==> src/rtl/md5_crack_controller.sv <==
// md5_crack_controller: sequencer for one brute-force MD5 lane.
// Holds the 128-bit target digest, starts and stops the guess generator,
// tracks in-flight guesses through the fixed-latency MD5 pipeline and
// latches the first matching guess index.
// Optional build macro: CRACK_GUESS_CAPTURE_EN enables a guess delay line
// so the matching guess itself is reported on hit_guess.
//
// Handshakes: there is no valid/ready flow control. start and abort are
// single-cycle requests sampled on the clock edge, and abort wins over start.
// cfg_we is sampled on the edge and is ignored while busy. gen_done qualifies
// the guess that is on `guess` in the same cycle. A digest on hash_a..d is
// valid only when the internal valid pipe output is set.
// The FSM state is available as the signal `state` for checkers.
module md5_crack_controller #(
  parameter int PIPE_LATENCY = 64,
  parameter int IDX_W        = 48
) (
  input  logic             clk,
  input  logic             reset,
  input  logic             cfg_we,
  input  logic [1:0]       cfg_addr,
  input  logic [31:0]      cfg_data,
  input  logic             start,
  input  logic             abort,
  output logic             gen_reset,
  input  logic             gen_done,
  input  logic [127:0]     guess,
  input  logic [31:0]      hash_a,
  input  logic [31:0]      hash_b,
  input  logic [31:0]      hash_c,
  input  logic [31:0]      hash_d,
  output logic             busy,
  output logic             found,
  output logic             exhausted,
  output logic [IDX_W-1:0] hit_index,
  output logic [127:0]     hit_guess
);

  typedef enum logic [2:0] {
    S_IDLE      = 3'd0,
    S_RUN       = 3'd1,
    S_DRAIN     = 3'd2,
    S_FOUND     = 3'd3,
    S_EXHAUSTED = 3'd4
  } state_t;

  state_t                  state;
  state_t                  state_nxt;
  logic [31:0]             tgt [4];
  logic [PIPE_LATENCY-1:0] vpipe;
  logic [PIPE_LATENCY-1:0] vpipe_nxt;
  logic [IDX_W-1:0]        out_cnt;
  logic                    out_valid;
  logic                    match;
  logic                    run_entry;

  assign busy      = (state == S_RUN) || (state == S_DRAIN);
  assign found     = (state == S_FOUND);
  assign exhausted = (state == S_EXHAUSTED);
  assign gen_reset = (state != S_RUN);

  // The oldest valid-pipe bit lines up with the digest now on hash_a..d.
  assign out_valid = vpipe[PIPE_LATENCY-1];
  assign match     = busy && out_valid &&
                     ({hash_a, hash_b, hash_c, hash_d} == {tgt[0], tgt[1], tgt[2], tgt[3]});
  assign run_entry = (state_nxt == S_RUN) && (state != S_RUN);

  // Next-state and valid-pipe update; a match wins over gen_done and over drain-empty.
  always_comb begin
    state_nxt = state;
    vpipe_nxt = vpipe;
    if (abort) begin
      state_nxt = S_IDLE;
      vpipe_nxt = '0;
    end else begin
      case (state)
        S_IDLE, S_FOUND, S_EXHAUSTED: begin
          if (start) begin
            state_nxt = S_RUN;
            vpipe_nxt = '0;
          end
        end
        S_RUN: begin
          vpipe_nxt = (vpipe << 1) | PIPE_LATENCY'(1);
          if (match) begin
            state_nxt = S_FOUND;
          end else if (gen_done) begin
            state_nxt = S_DRAIN;
          end
        end
        S_DRAIN: begin
          vpipe_nxt = vpipe << 1;
          if (match) begin
            state_nxt = S_FOUND;
          end else if (vpipe_nxt == '0) begin
            state_nxt = S_EXHAUSTED;
          end
        end
        default: begin
          state_nxt = S_IDLE;
          vpipe_nxt = '0;
        end
      endcase
    end
  end

  // State register and valid pipe.
  always_ff @(posedge clk) begin
    if (reset) begin
      state <= S_IDLE;
      vpipe <= '0;
    end else begin
      state <= state_nxt;
      vpipe <= vpipe_nxt;
    end
  end

  // Target digest words; frozen while a search is in flight.
  always_ff @(posedge clk) begin
    if (reset) begin
      for (int i = 0; i < 4; i++) begin
        tgt[i] <= '0;
      end
    end else if (cfg_we && !busy) begin
      tgt[cfg_addr] <= cfg_data;
    end
  end

  // Output-side guess index and first-match index capture.
  always_ff @(posedge clk) begin
    if (reset) begin
      out_cnt   <= '0;
      hit_index <= '0;
    end else if (run_entry) begin
      out_cnt <= '0;
    end else if (match && !abort) begin
      hit_index <= out_cnt;
    end else if (busy && out_valid && !abort) begin
      out_cnt <= out_cnt + IDX_W'(1);
    end
  end

`ifdef CRACK_GUESS_CAPTURE_EN
  logic [127:0] gpipe [PIPE_LATENCY];
  logic [127:0] hit_guess_q;

  // Guess delay line aligned with the valid pipe; captures the guess on a match.
  always_ff @(posedge clk) begin
    if (reset) begin
      for (int i = 0; i < PIPE_LATENCY; i++) begin
        gpipe[i] <= '0;
      end
      hit_guess_q <= '0;
    end else begin
      gpipe[0] <= guess;
      for (int i = 1; i < PIPE_LATENCY; i++) begin
        gpipe[i] <= gpipe[i-1];
      end
      if (match && !abort) begin
        hit_guess_q <= gpipe[PIPE_LATENCY-1];
      end
    end
  end

  assign hit_guess = hit_guess_q;
`else
  logic unused_guess;

  assign unused_guess = ^guess;
  assign hit_guess    = '0;
`endif

endmodule
==> config.mk <==
export PLATFORM = sky130hd
export DESIGN_NAME = md5_crack_controller
export DESIGN_NICKNAME = d
export VERILOG_FILES = /design/src/rtl/md5_crack_controller.sv
export SDC_FILE = /design/constraint.sdc
export NUM_CORES = 1
export LEC_CHECK = 0
export ABC_CLOCK_PERIOD_IN_PS = 3250
export CAP_MARGIN = 20
export CELL_PAD_IN_SITES_DETAIL_PLACEMENT = 1
export CELL_PAD_IN_SITES_GLOBAL_PLACEMENT = 2
export CORE_ASPECT_RATIO = 0.6
export CORE_UTILIZATION = 28
export CTS_BUF_LIST = sky130_fd_sc_hd__clkbuf_2 sky130_fd_sc_hd__clkbuf_4 sky130_fd_sc_hd__clkbuf_8
export DETAILED_ROUTE_END_ITERATION = 8
export PLACE_DENSITY_LB_ADDON = 0.08
export SLEW_MARGIN = 20
export SYNTH_ARGS = -nofsm -noshare
export SYNTH_HDL_FRONTEND = slang
export SYNTH_SLANG_ARGS = --single-unit
==> constraint.sdc <==
create_clock -name clk -period 3.25 [get_ports clk]
set_clock_uncertainty 0.15 [all_clocks]
set_input_delay 0.65 -clock clk [delete_from_list [all_inputs] [get_ports clk]]
set_output_delay 0.65 -clock clk [all_outputs]
set_load 0.005 [all_outputs]
### Routing congestion map

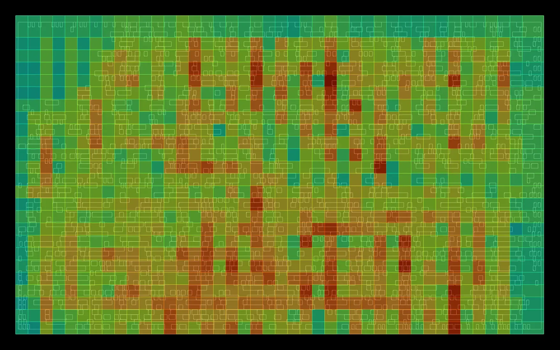
layer carrying the most global-route usage: met1
Total Routing Usage GR: 0.205
final design utilization: 0.374
global routing usage on met1: 0.325
grt met2 use: 0.280

### Nets reached from selected ports

(1 px per um)
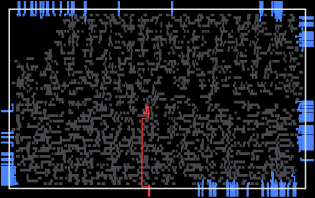
- blue: `hit_guess` (direction output; edge 45 right, 30 bottom, 30 top, 23 left; end cells 128; buffers 0; wire 649 um)
- red: `cfg_we` (direction input; edge bottom; end cells 3; buffers 1; wire 97.1 um)
total I/O pin count: 476
# port buffers: 219

### M4 wires

(1.5 px per um) Supply wires on this layer in grey.
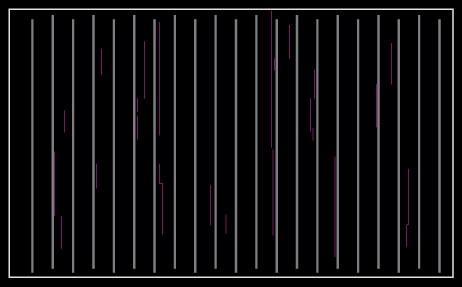
- nets with wire on the layer: 8
- main direction: vertical
- share of all routed wire: 1.4%
- wire length on this layer: 741 um
- longest straight run: 91.1 um
wirelength, routed: 54,100 um
Vias: 12,014

### Routed clock nets over the placement

(1.5 px per um)
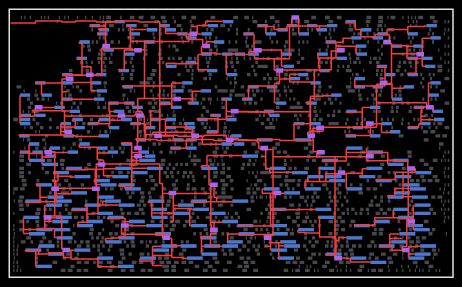
- purple: clock-net drivers (count 49)
- blue: flip-flops (count 291)
- red: clock wires (length 5,210 um)
- routed clock nets: 50
clock group total power: 3.57 mW
Clock power frac: 0.418
clk latency late pin: 0.60 ns

==> results.cfg <==
; generated from flow reports
[finish]
area_growth_pct = 30.0
final_net_count = 2050
stdcell_count = 2477

[critical_path]
worst_setup_path_startpoint = hash_d[14]
critical_path.reg2reg.endpoint = hit_index[3]$_SDFFE_PP0P_
crit_path_frequent_cell = buf_4

[yosys]
synth.cellmix.simpleShare = 0.217
synth_largest_type_area_fraction = 0.267
post_synth_ao_oa_area_fraction = 0.116
yosys_stat_area_sq_mm = 0.0144
post_synth_xor_area_fraction = 0.0723
synthMuxAreaShare = 0.00104

[clocking]
htreeDepth = 2

[timing]
final.min_clock_period_ns = 3.21
fmax_mhz = 312
final.period_utilization = 0.988

[global_route]
grt_overflow = 0
use_met3 = 0.0412
number_of_antenna_violations_at_the_first_check_in_global_routing = 7
grt_pass1_wl_um = 79000

[route]
drt_pass1_iterations = 5
total_drc_errors_in_the_routed_layout = 0
drt_iter0_drc = 919

[floorplanning]
initial_utilization = 0.288

[run_status]
run_status = complete, no violations
[cells in the final DEF (no fill, tap or decap), types with 3 or more instances in the layout]
master / instances
nor3_1: 7
inv_1: 12
or3_1: 4
and3_1: 14
nor4_4: 3
nand2_1: 28
conb_1: 128
and4_1: 7
nand4_1: 56
edfxtp_1: 128
buf_12: 10
a22oi_1: 63
xnor2_1: 75
nor4_1: 36
o31ai_1: 43
xor2_1: 42
dfxtp_1: 163
clkbuf_4: 19
clkdlybuf4s50_1: 218
o21ai_1: 6
clkbuf_8: 59
a21oi_1: 98
diode_2: 4
nand2b_1: 20
o21ai_0: 47
or4_1: 50
and2_1: 131
nor2_1: 76
buf_4: 112
clkinv_2: 6
clkinv_1: 3
nor3_2: 3
nand4b_1: 3
nand3_1: 76
or2_2: 6
[where the power goes]
group,switching [mW],leakage [nW],internal (mW)
combinational,0.564,3.43,0.447
sequential,0.0495,2.64,3.92
clock,1.63,0.558,1.94
total,2.25,6.64,6.30
[cell type report]
type / instances / area (sq um) / share of cell area
timing repair buffer: 343 / 3260 / 0.174
clock buffer: 78 / 955 / 0.0510
clock inverter: 11 / 80.1 / 0.00428
tap: 682 / 853 / 0.0456
inverter: 13 / 48.8 / 0.00261
sequential: 291 / 7110 / 0.380
antenna: 4 / 10.0 / 0.000535
multi-input combinational: 1055 / 6410 / 0.342
[metrics by stage]
stage | instance area [sq um] | hold WS, ns
floorplan | 14900 | 0.300
detailed placement | 17600 | 0.321
CTS | 18700 | 0.239
finish | 18700 | 0.288
global route | 18700 | 0.252
global placement | 17600 | 0.314
[synthesized netlist by cell type (all sizes together), types with 40 or more instances]
master  number
nand3       77
and2       131
o31ai       43
xor2        43
nand4       56
nor4        40
nor2        78
clkbuf      71
dfxtp      163
edfxtp     128
a21oi       98
or4         51
o21ai       53
xnor2       76
a22oi       63
buf        147
No activity file was given, so power comes from the tool's default toggle rates.
